Design seq7seg_monitor, sky130hd; sources not shown.
Fig. 1: cell sizes after repair
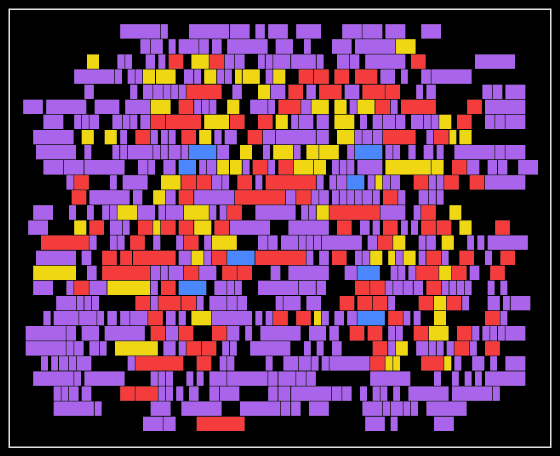
_2 cells -> yellow  # cells 66, share 11%
_6 and larger -> blue  # cells 8, share 1.3%
_0 and _1 cells -> purple  # cells 422, share 69%
_3 and _4 cells -> red  # cells 113, share 19%
Buffers, non-clock: 121
Area growth, synth to finish: 39.5%
setup slack after layout: -0.945 ns
design area: 4660 sq um

Fig. 2: the metal 1 layer
Cells faint in the background.
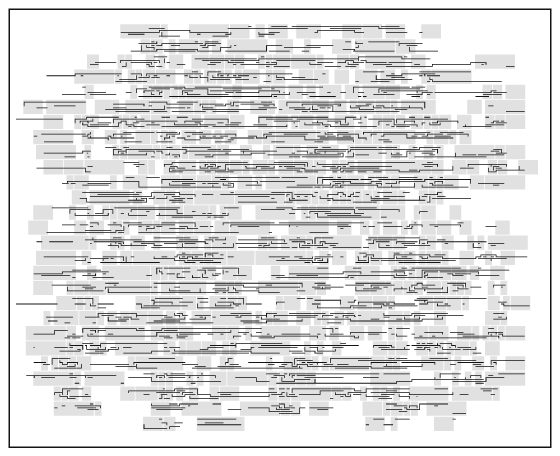
nets with wire on the layer = 594
share of all routed wire = 49%
longest straight run = 26.7 microns
wire length on this layer = 4540 microns
number of vias in the routed layout: 3629
GR Layer Usage met1: 33.1%

Fig. 3: local utilization
Scale bar: 20 microns. The die is cut into 10 by 8 equal tiles; dark blue is low, red is high, 0 to 100% covered.
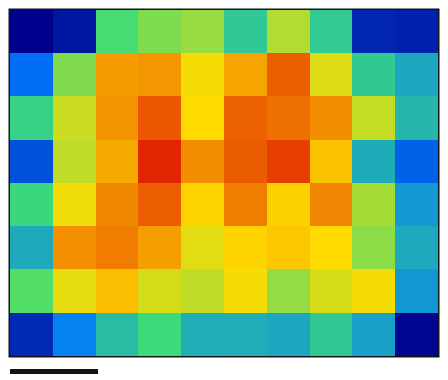
tiles over 75% full = 36%
mean over tiles = 60%
densest ninth of the die = middle
Final Util: 68.4%
core area: 6820 sq um
effective utilization at floorplan: 49.0%

==> COMMIT_EDITMSG <==
Update PnR metrics after Yosys + OpenROAD run

- Count of instantiated cells in the yosys netlist: 491
- Global Route Usage Sum: 23.0%
* Run status: complete, but fails checks
- Highest metal used: met4
* Number of synthesized flops with an enable pin: 0
- Per the finish-stage timing summary, setup violations number 9.
- Per the synth stats, the proportion of register bits with asynchronous set or reset is 0%.
- Antenna violations before repair: 0
* Total wire length after detailed routing: 9.23 mm
- Syn Inst Count: 491
* Standard-cell rows: 27
* Final-layout fill cell count: 590
- Peak supply drop: 0.000173 V
* Number of warnings the tools reported: 30
- Per the detail_route report, DRC violations left total 0.
- Once detail routing completed, the nets flagged for antenna violations numbered 0.
- Share of power burned in registers: 51.7%
- Max Transition Viols Final: 0
* Top Layout Cells: sky130_fd_sc_hd__nand2_1, sky130_fd_sc_hd__buf_4, sky130_fd_sc_hd__inv_1
* Total negative setup slack: -8.05 ns
* Violated checks: negative setup slack
* Setup slack after layout: -0.945 ns
- In this run, placement finished with an instance count of 673.
* Slowest-stage cell, CP: sky130_fd_sc_hd__fa_1
- Non-filler instance count after layout: 696
- Average wire per standard cell: 13.3 microns
* Required time at the endpoint of the critical path: 3.38 ns
- Per report_power, the combinational group accounts for 14.4% of the total.
- The min-delay analysis places its worst path in the category reg -> reg.
- The register with the most flip-flops in the layout has 14 of them.
## final cells by class
class	instances	area (sq um)	share of cell area, %
Clock buffer	5	68.8	1.48
Clock inverter	3	28.8	0.617
Timing Repair Buffer	121	983	21.1
Sequential cell	51	1040	22.3
Multi-Input combinational cell	356	2160	46.3
Tap cell	87	109	2.33
Inverter	73	277	5.93
## layer usage
layer | vias up | global-route usage (%)
li1 | 1842 | -
met5 | - | 0
met1 | 1690 | 33.1
met3 | 8 | 4.36
met4 | 0 | 4.44
met2 | 89 | 36.0
## cells by family (layout without fill, tap and decap cells)
family / count (synthesis) / after routing
and+or+nand+nor: 250 / 250
buffers and inverters: 84 / 202
DFF: 51 / 51
adders and majority gates: 15 / 15
xor gates and xnor gates: 10 / 10
AOI/OAI and AO/OA: 81 / 81
## power groups by stage
stage	sequential [mW]	clock, mW	combinational [mW]
global placement	0.652	0	0.160
CTS	0.638	0.425	0.163
detailed placement	0.652	0	0.162
floorplan	0.653	0	0.0700
global route	0.640	0.453	0.194
finish	0.638	0.418	0.177
## worst reg2reg max path, delay by kind of cell, from the launching register on
family / cells / cell delay, ns
flops: 1 / 0.38
compound gates: 2 / 0.18
buf+inv: 4 / 0.43
simple gates: 17 / 2.04
fa+ha+maj: 3 / 0.97
## synth_stat cells (7+ instances only)
library cell	count	area share, %
sky130_fd_sc_hd__a21oi_1	27	4.0
sky130_fd_sc_hd__clkbuf_1	7	0.79
sky130_fd_sc_hd__dfxtp_1	51	31
sky130_fd_sc_hd__ha_1	13	4.9
sky130_fd_sc_hd__inv_1	65	7.3
sky130_fd_sc_hd__inv_2	8	0.90
sky130_fd_sc_hd__nand2_1	115	13
sky130_fd_sc_hd__nand2_2	9	1.7
sky130_fd_sc_hd__nand3_1	30	4.5
sky130_fd_sc_hd__nand4_1	17	3.2
sky130_fd_sc_hd__nor2_1	38	4.3
sky130_fd_sc_hd__nor2_2	11	2.1
sky130_fd_sc_hd__o21ai_0	29	4.3
Power is estimated from default activity; no workload was simulated.
